Figure 1. Clock nets.
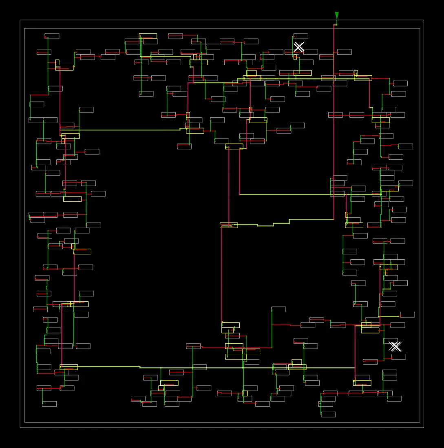
Figure 2. Pin placement.
Pins as bars across the die edge, other pins in grey.
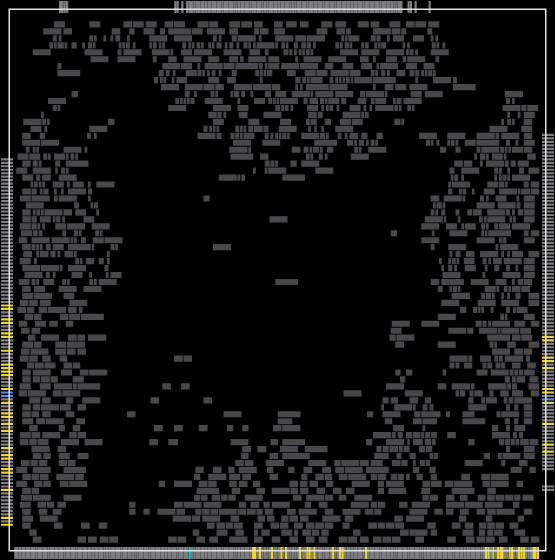
Figure 3. Where the registers sit.
Bar = 50 um. Other sequential cells in the stronger grey, the rest of the logic in the fainter grey.
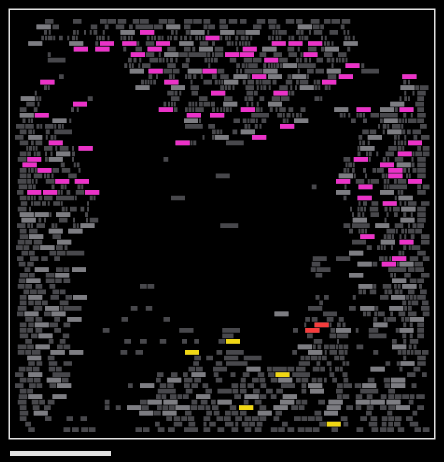
Figure 4. Logic cells by family.
Bar = 50 um.
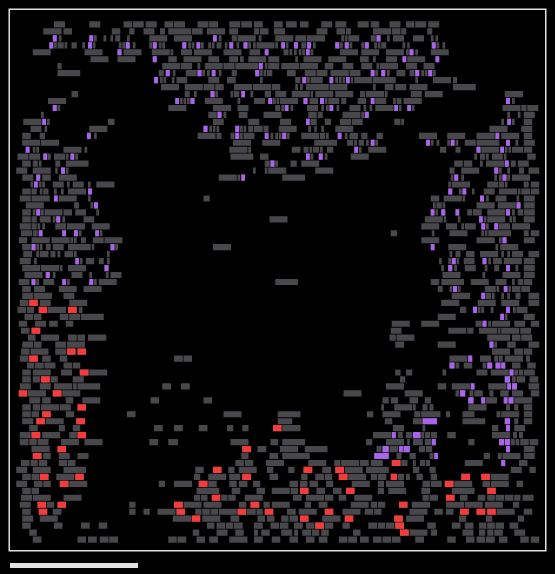
Figure 5. Routed metal, one colour a layer.
Two of the layers only.
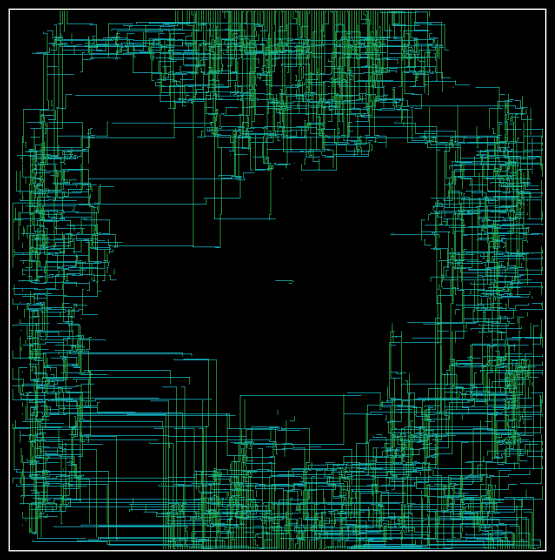
$ cat src/rtl/dmem_arbiter_if.sv
// Bus bundle between dmem_arbiter, its two requesters (CPU MEM stage, debug/loader)
// and the single-port data memory; slave = arbiter side, master = environment side.
interface dmem_arbiter_if #(
  parameter int WORD_W = 64,
  parameter int ADDR_W = 64,
  parameter int IDX_W  = 5
);
  logic              cpu_req;
  logic              cpu_we;
  logic [ADDR_W-1:0] cpu_addr;
  logic [WORD_W-1:0] cpu_wdata;
  logic              cpu_gnt;
  logic              cpu_rvalid;
  logic [WORD_W-1:0] cpu_rdata;
  logic              cpu_stall;

  logic              dbg_req;
  logic              dbg_we;
  logic [ADDR_W-1:0] dbg_addr;
  logic [WORD_W-1:0] dbg_wdata;
  logic              dbg_gnt;
  logic              dbg_rvalid;
  logic [WORD_W-1:0] dbg_rdata;

  logic              mem_read;
  logic              mem_write;
  logic [IDX_W-1:0]  mem_addr;
  logic [WORD_W-1:0] mem_wdata;
  logic [WORD_W-1:0] mem_rdata;
  logic              err;

  modport slave (
    input  cpu_req, cpu_we, cpu_addr, cpu_wdata,
    input  dbg_req, dbg_we, dbg_addr, dbg_wdata,
    input  mem_rdata,
    output cpu_gnt, cpu_rvalid, cpu_rdata, cpu_stall,
    output dbg_gnt, dbg_rvalid, dbg_rdata,
    output mem_read, mem_write, mem_addr, mem_wdata, err
  );

  modport master (
    output cpu_req, cpu_we, cpu_addr, cpu_wdata,
    output dbg_req, dbg_we, dbg_addr, dbg_wdata,
    output mem_rdata,
    input  cpu_gnt, cpu_rvalid, cpu_rdata, cpu_stall,
    input  dbg_gnt, dbg_rvalid, dbg_rdata,
    input  mem_read, mem_write, mem_addr, mem_wdata, err
  );
endinterface

$ cat src/rtl/dmem_arbiter.sv
// Round-robin CPU/debug arbiter and access sequencer for the single-port data memory.
// Optional macro DMEM_ARB_BOUNDS_EN: address bits above the memory window flag an error.
module dmem_arbiter #(
  parameter int WORD_W = 64,
  parameter int ADDR_W = 64,
  parameter int IDX_W  = 5
) (
  input logic           im_clk,
  input logic           reset,
  dmem_arbiter_if.slave bus
);

  typedef enum logic [1:0] {IDLE, ISSUE, RESP} state_t;

  state_t r_state, w_state_nxt;

  logic              r_last_dbg, r_owner_dbg, r_we, r_bad;
  logic              r_gnt_cpu, r_gnt_dbg, r_rvalid_cpu, r_rvalid_dbg;
  logic              r_mem_read, r_mem_write, r_err;
  logic [IDX_W-1:0]  r_mem_addr;
  logic [WORD_W-1:0] r_mem_wdata, r_rdata_cpu, r_rdata_dbg;

  logic              w_take, w_pick_dbg, w_we, w_bad;
  logic [IDX_W+2:0]  w_addr_lo;
  logic [WORD_W-1:0] w_wdata;

  always_comb begin
    w_state_nxt = r_state;
    w_take      = 1'b0;
    // On a tie the port that did not own the last access wins.
    w_pick_dbg  = bus.dbg_req & ~(bus.cpu_req & r_last_dbg);
    w_we        = w_pick_dbg ? bus.dbg_we    : bus.cpu_we;
    w_wdata     = w_pick_dbg ? bus.dbg_wdata : bus.cpu_wdata;
    w_addr_lo   = w_pick_dbg ? bus.dbg_addr[IDX_W+2:0] : bus.cpu_addr[IDX_W+2:0];
`ifdef DMEM_ARB_BOUNDS_EN
    w_bad       = (|w_addr_lo[2:0]) |
                  (w_pick_dbg ? |bus.dbg_addr[ADDR_W-1:IDX_W+3]
                              : |bus.cpu_addr[ADDR_W-1:IDX_W+3]);
`else
    w_bad       = |w_addr_lo[2:0];
`endif
    case (r_state)
      IDLE: begin
        if (bus.cpu_req | bus.dbg_req) begin
          w_take      = 1'b1;
          w_state_nxt = ISSUE;
        end
      end
      ISSUE:   w_state_nxt = r_we ? IDLE : RESP;
      RESP:    w_state_nxt = IDLE;
      default: w_state_nxt = IDLE;
    endcase
  end

  always_ff @(posedge im_clk) begin
    if (reset) r_state <= IDLE;
    else       r_state <= w_state_nxt;
  end

  // Outputs are loaded on the IDLE->ISSUE edge so they appear registered in ISSUE.
  always_ff @(posedge im_clk) begin
    if (reset) begin
      r_last_dbg   <= 1'b1;
      r_owner_dbg  <= 1'b0;
      r_we         <= 1'b0;
      r_bad        <= 1'b0;
      r_gnt_cpu    <= 1'b0;
      r_gnt_dbg    <= 1'b0;
      r_rvalid_cpu <= 1'b0;
      r_rvalid_dbg <= 1'b0;
      r_mem_read   <= 1'b0;
      r_mem_write  <= 1'b0;
      r_err        <= 1'b0;
      r_mem_addr   <= '0;
      r_mem_wdata  <= '0;
      r_rdata_cpu  <= '0;
      r_rdata_dbg  <= '0;
    end else begin
      r_gnt_cpu    <= w_take & ~w_pick_dbg;
      r_gnt_dbg    <= w_take & w_pick_dbg;
      r_err        <= w_take & w_bad;
      r_mem_read   <= w_take & ~w_we & ~w_bad;
      r_mem_write  <= w_take & w_we & ~w_bad;
      r_rvalid_cpu <= (r_state == RESP) & ~r_owner_dbg;
      r_rvalid_dbg <= (r_state == RESP) & r_owner_dbg;
      if (w_take) begin
        r_owner_dbg <= w_pick_dbg;
        r_last_dbg  <= w_pick_dbg;
        r_we        <= w_we;
        r_bad       <= w_bad;
        r_mem_addr  <= w_addr_lo[IDX_W+2:3];
        r_mem_wdata <= w_wdata;
      end
      if (r_state == RESP) begin
        if (r_owner_dbg) r_rdata_dbg <= r_bad ? '0 : bus.mem_rdata;
        else             r_rdata_cpu <= r_bad ? '0 : bus.mem_rdata;
      end
    end
  end

  assign bus.cpu_gnt    = r_gnt_cpu;
  assign bus.cpu_rvalid = r_rvalid_cpu;
  assign bus.cpu_rdata  = r_rdata_cpu;
  assign bus.cpu_stall  = bus.cpu_req & ~(bus.cpu_we ? r_gnt_cpu : r_rvalid_cpu);
  assign bus.dbg_gnt    = r_gnt_dbg;
  assign bus.dbg_rvalid = r_rvalid_dbg;
  assign bus.dbg_rdata  = r_rdata_dbg;
  assign bus.mem_read   = r_mem_read;
  assign bus.mem_write  = r_mem_write;
  assign bus.mem_addr   = r_mem_addr;
  assign bus.mem_wdata  = r_mem_wdata;
  assign bus.err        = r_err;

endmodule

$ cat src/flat_wrapper.sv
// flat-port wrapper written by rule: the top's interface ports become plain ports
module dmem_arbiter_flat 
#(
  parameter int WORD_W = 64,
  parameter int ADDR_W = 64,
  parameter int IDX_W  = 5
)
  (im_clk, reset, bus_cpu_req, bus_cpu_we, bus_cpu_addr, bus_cpu_wdata, bus_dbg_req, bus_dbg_we, bus_dbg_addr, bus_dbg_wdata, bus_mem_rdata, bus_cpu_gnt, bus_cpu_rvalid, bus_cpu_rdata, bus_cpu_stall, bus_dbg_gnt, bus_dbg_rvalid, bus_dbg_rdata, bus_mem_read, bus_mem_write, bus_mem_addr, bus_mem_wdata, bus_err);
  dmem_arbiter_if #(.WORD_W(WORD_W), .ADDR_W(ADDR_W), .IDX_W(IDX_W)) bus_i ();
  input logic im_clk;
  input logic reset;
  input wire logic [$bits(bus_i.cpu_req)-1:0] bus_cpu_req;
  input wire logic [$bits(bus_i.cpu_we)-1:0] bus_cpu_we;
  input wire logic [$bits(bus_i.cpu_addr)-1:0] bus_cpu_addr;
  input wire logic [$bits(bus_i.cpu_wdata)-1:0] bus_cpu_wdata;
  input wire logic [$bits(bus_i.dbg_req)-1:0] bus_dbg_req;
  input wire logic [$bits(bus_i.dbg_we)-1:0] bus_dbg_we;
  input wire logic [$bits(bus_i.dbg_addr)-1:0] bus_dbg_addr;
  input wire logic [$bits(bus_i.dbg_wdata)-1:0] bus_dbg_wdata;
  input wire logic [$bits(bus_i.mem_rdata)-1:0] bus_mem_rdata;
  output wire logic [$bits(bus_i.cpu_gnt)-1:0] bus_cpu_gnt;
  output wire logic [$bits(bus_i.cpu_rvalid)-1:0] bus_cpu_rvalid;
  output wire logic [$bits(bus_i.cpu_rdata)-1:0] bus_cpu_rdata;
  output wire logic [$bits(bus_i.cpu_stall)-1:0] bus_cpu_stall;
  output wire logic [$bits(bus_i.dbg_gnt)-1:0] bus_dbg_gnt;
  output wire logic [$bits(bus_i.dbg_rvalid)-1:0] bus_dbg_rvalid;
  output wire logic [$bits(bus_i.dbg_rdata)-1:0] bus_dbg_rdata;
  output wire logic [$bits(bus_i.mem_read)-1:0] bus_mem_read;
  output wire logic [$bits(bus_i.mem_write)-1:0] bus_mem_write;
  output wire logic [$bits(bus_i.mem_addr)-1:0] bus_mem_addr;
  output wire logic [$bits(bus_i.mem_wdata)-1:0] bus_mem_wdata;
  output wire logic [$bits(bus_i.err)-1:0] bus_err;
  assign bus_i.cpu_req = bus_cpu_req;
  assign bus_i.cpu_we = bus_cpu_we;
  assign bus_i.cpu_addr = bus_cpu_addr;
  assign bus_i.cpu_wdata = bus_cpu_wdata;
  assign bus_i.dbg_req = bus_dbg_req;
  assign bus_i.dbg_we = bus_dbg_we;
  assign bus_i.dbg_addr = bus_dbg_addr;
  assign bus_i.dbg_wdata = bus_dbg_wdata;
  assign bus_i.mem_rdata = bus_mem_rdata;
  assign bus_cpu_gnt = bus_i.cpu_gnt;
  assign bus_cpu_rvalid = bus_i.cpu_rvalid;
  assign bus_cpu_rdata = bus_i.cpu_rdata;
  assign bus_cpu_stall = bus_i.cpu_stall;
  assign bus_dbg_gnt = bus_i.dbg_gnt;
  assign bus_dbg_rvalid = bus_i.dbg_rvalid;
  assign bus_dbg_rdata = bus_i.dbg_rdata;
  assign bus_mem_read = bus_i.mem_read;
  assign bus_mem_write = bus_i.mem_write;
  assign bus_mem_addr = bus_i.mem_addr;
  assign bus_mem_wdata = bus_i.mem_wdata;
  assign bus_err = bus_i.err;
  dmem_arbiter #(.WORD_W(WORD_W), .ADDR_W(ADDR_W), .IDX_W(IDX_W)) u_core (.im_clk(im_clk), .reset(reset), .bus(bus_i));
endmodule
$ cat config.mk
export PLATFORM = sky130hd
export DESIGN_NAME = dmem_arbiter_flat
export DESIGN_NICKNAME = d
export VERILOG_FILES = /design/src/rtl/dmem_arbiter_if.sv /design/src/rtl/dmem_arbiter.sv /design/src/flat_wrapper.sv
export SDC_FILE = /design/constraint.sdc
export NUM_CORES = 1
export LEC_CHECK = 0
export CAP_MARGIN = 20
export CORE_AREA = 2 2 207 209
export DETAILED_ROUTE_END_ITERATION = 6
export DIE_AREA = 0 0 209 211
export SKIP_CTS_REPAIR_TIMING = 1
export SYNTH_ARGS = -nofsm -noshare
export SYNTH_HDL_FRONTEND = slang
export SYNTH_SLANG_ARGS = --single-unit
$ cat constraint.sdc
create_clock -name im_clk -period 2.31 [get_ports im_clk]
set_input_delay 0.693 -clock im_clk [delete_from_list [all_inputs] [get_ports im_clk]]
set_output_delay 0.693 -clock im_clk [all_outputs]
set_load 0.05 [all_outputs]
==> metrics.yaml <==
grt:
  grt_max_degree: 68
  met3_usage_pct: 5.427
  met2_usage_pct: 22.59
  grt_first_pass_wirelength_um: 52100
  grt_pass1_vias: 8301
  grt-busiest-layer: "met2"
  grtUsageMet1_pct: 20.99
  grt_overflow_total: 0
  antenna_found_initial: 2
worst_setup_path:
  end_kind: "primary output"
  critPathArrivalTime_ns: 1.38
  critPathLaunchType: "register"
  cp.required_ns: 1.62
  reg2reg_depth: 4
  path_class: "reg2out"
  crit_path_end: "bus_cpu_stall"
  crit_start: "u_core.bus.cpu_rvalid$_SDFF_PP0_"
  r2r-start: "u_core.r_state[1]$_SDFFE_PP0P_"
  path_max_fanout: 2
  regToRegSetupSlack_ns: 0.44
  worstReg2RegEnd: "u_core.bus.mem_wdata[29]$_SDFFE_PP0P_"
final_timing:
  fin_ws_ns: 0.2324
  relSlewSlack_pct: 61.31
  rsz0062_at_grt: "no"
  setup_tns_ns: 0
  setup_violations: 0
  holdWs_ns: 0.4161
  tightest_slew_ns: 0.5794
  hold_violations: 0
  fin_crit_ns: 2.078
  max_freq_mhz: 481.3
  drv_slew: 0
  fin_crit_sh_pct: 89.94
cells_and_area:
  area_delta_synth_final_pct: 73.60
  final-comb-area_mm2: 0.003636
  fillers: 4305
  drive_above_1_share_pct: 10.28
  diodes: 0
  finalNetCount: 1672
  fin_area_mm2: 0.01426
  final_cell_mix: "nand2_1, clkdlybuf4s50_1, dfxtp_1, dlymetal6s2s_1, a21oi_1"
  stdcell_count: 1901
  seqCellArea_mm2: 0.004205
power:
  clkPwrFrac_pct: 39.0
  combPwrFrac_pct: 21.4
  switching_share_pct: 30.12
  seq_power_share_pct: 39.5
  p_int_uw: 6927
  power_density_mw_per_mm2: 695.2
  vdd_drop_max_uv: 349.6
  p_switching_uw: 2985
  leakagePower_uw: 0.007638
  finalPower_uw: 9912
yosys:
  top_area_share_pct: 51.19
  ys_cells: 953
  synth_cell_types: 37
  yosys_area_mm2: 0.008213
  ys_seq_share_pct: 51.19
  fp_nets: 1279
  synth_area_mm2: 0.008213
  ys.warnings.count: 0
  yosysTopAreaCell: "dfxtp_1"
  syn_inst: 953
  synth_async_sr_flop_share_pct: 0
  synthFlopType: "dfxtp_1"
  ys_ff: 210
  edf_count: 0
  synth.avg_cell_area_um2: 8.618
  synthTopCellsByArea: "dfxtp_1, nand2_1, a21oi_1"
clock_tree:
  cts.sinks: 210
  clock_path_buffers: 3
  cts_tree: "built"
  cts_root_buf: "clkbuf_16"
  clkTransAtPathRegs_ns: 0.06
  htree_levels: 1
routing:
  drcViolationCount: 21
  dr.max_layer_used: "met4"
  via_count: 8548
  drt_iter0_drc: 698
  drt_wl_total_um: 35660
  firstDrtPassIters: 7
  wl_met2_um: 15260
  vias_per_cell: 4.497
  met3WireLength_um: 3617
  antenna_left: 0
  wl_met1_um: 15990
floorplan:
  coreArea_mm2: 0.04176
  chipArea_mm2: 0.04410
  fp_util_pct: 19.67
  top_level_ports: 531
  row_count: 75
hold_path:
  min_path_type: "reg2reg"
  min_to: "u_core.r_state[1]$_SDFFE_PP0P_"
  holdPathStages: 1
  hold_start: "u_core.r_we$_SDFFE_PP0P_"
place:
  dp_cells: 1857
  routabilityCongestion: 0.8780
  dp_hpwl_um: 25330
  dp_slack_ns: -0.08937
  place_area_mm2: 0.01306
status:
  status: "finished, violations left"
  violations: "DRC"
flow_run:
  maxCapViolCount: 0
  warnings: 138
About Figure 1:
skew final: 0.02245 ns
registers: 210
worst skew pair latency: 0.55 ns
TritonCTS Buffers: 26
clock buffers: 34

About Figure 2:
| port | colour | pins | direction | edge |
|---|---|---|---|---|
| bus_dbg_wdata | yellow | 64 | input | 28 bottom, 25 left, 11 right |
| bus_mem_addr | blue | 5 | output | 2 bottom, 2 left, 1 right |
| bus_cpu_rvalid | cyan | 1 | output | bottom |
DIE WIDTH: 209 um
IO Port Bufs: 418
DIE HEIGHT: 211 um

About Figure 3:
| name in the netlist | colour | placed flops |
|---|---|---|
| u_core.bus.dbg_rdata | magenta | 64 |
| u_core.r_state | red | 2 |
| u_core.bus.mem_addr | yellow | 5 |
Sequential Power: 3920 uW
Post-Route Utilization: 34.14%
Seq area share: 29.50%

About Figure 4:
| family | colour | cells |
|---|---|---|
| non-inverting ao/oa cells | red | 60 |
| aoi and oai cells | purple | 159 |
logic share of the area: 25.50%
most frequent logic cell in the layout: nand2_1

About Figure 5:
| layer | colour | wire length |
|---|---|---|
| M1 | cyan | 16000 um |
| M2 | green | 15300 um |
Tot GR Track Use: 15.33%
WL/cell: 18.76 um

[logic make-up after synthesis]
group | synth area share (%)
multiplexers | 0.1219
AND-OR/OR-AND | 17.43
flip-flops | 51.19
buffers and inverters | 4.753
AND/OR/NAND/NOR | 26.51
[flip-flops by register name (all words and copies together) (netlist names), 2 cells and up]
register,count
u_core.bus.cpu_rdata,64
u_core.bus.dbg_rdata,64
u_core.bus.mem_wdata,64
u_core.bus.mem_addr,5
u_core.r_state,2
[power groups by stage]
stage                     registers (uW)  logic, uW  clock network, uW
after floorplan                     4550        580                  0
final                               3920       2120               3870
after global placement              3990       2130                  0
after global routing                3940       2250               4140
after detailed placement            4000       2130                  0
after CTS                           3920       2140               3980
[synthesized netlist by cell type, types with 2 or more instances]
| master | count |
|---|---|
| nand2_1 | 258 |
| dfxtp_1 | 210 |
| a21oi_1 | 132 |
| nor2b_1 | 64 |
| nor4b_1 | 59 |
| a221o_1 | 58 |
| clkbuf_1 | 55 |
| buf_2 | 27 |
| nand3_1 | 24 |
| a31oi_1 | 11 |
| o21ai_0 | 10 |
| buf_1 | 7 |
| nor2_1 | 4 |
| nor3_1 | 4 |
| and2_1 | 3 |
| nand3b_1 | 3 |
| and3b_1 | 2 |
| nand2b_1 | 2 |
| or2_1 | 2 |
[cell type report]
type / instances / area share [%]
Multi-Input combinational cell: 651 / 25.50
Inverter: 1 / 0.02633
Sequential cell: 210 / 29.50
Timing Repair Buffer: 456 / 34.62
Clock inverter: 10 / 0.6406
Clock buffer: 34 / 4.985
Tap cell: 539 / 4.730
[worst max-delay path, stage by stage, from the launching register on]
cell,delay (ns)
dfxtp_1,0.44
mux2i_1,0.10
and2_4,0.17
buf_12,0.14
No activity file was given, so power comes from the tool's default toggle rates.
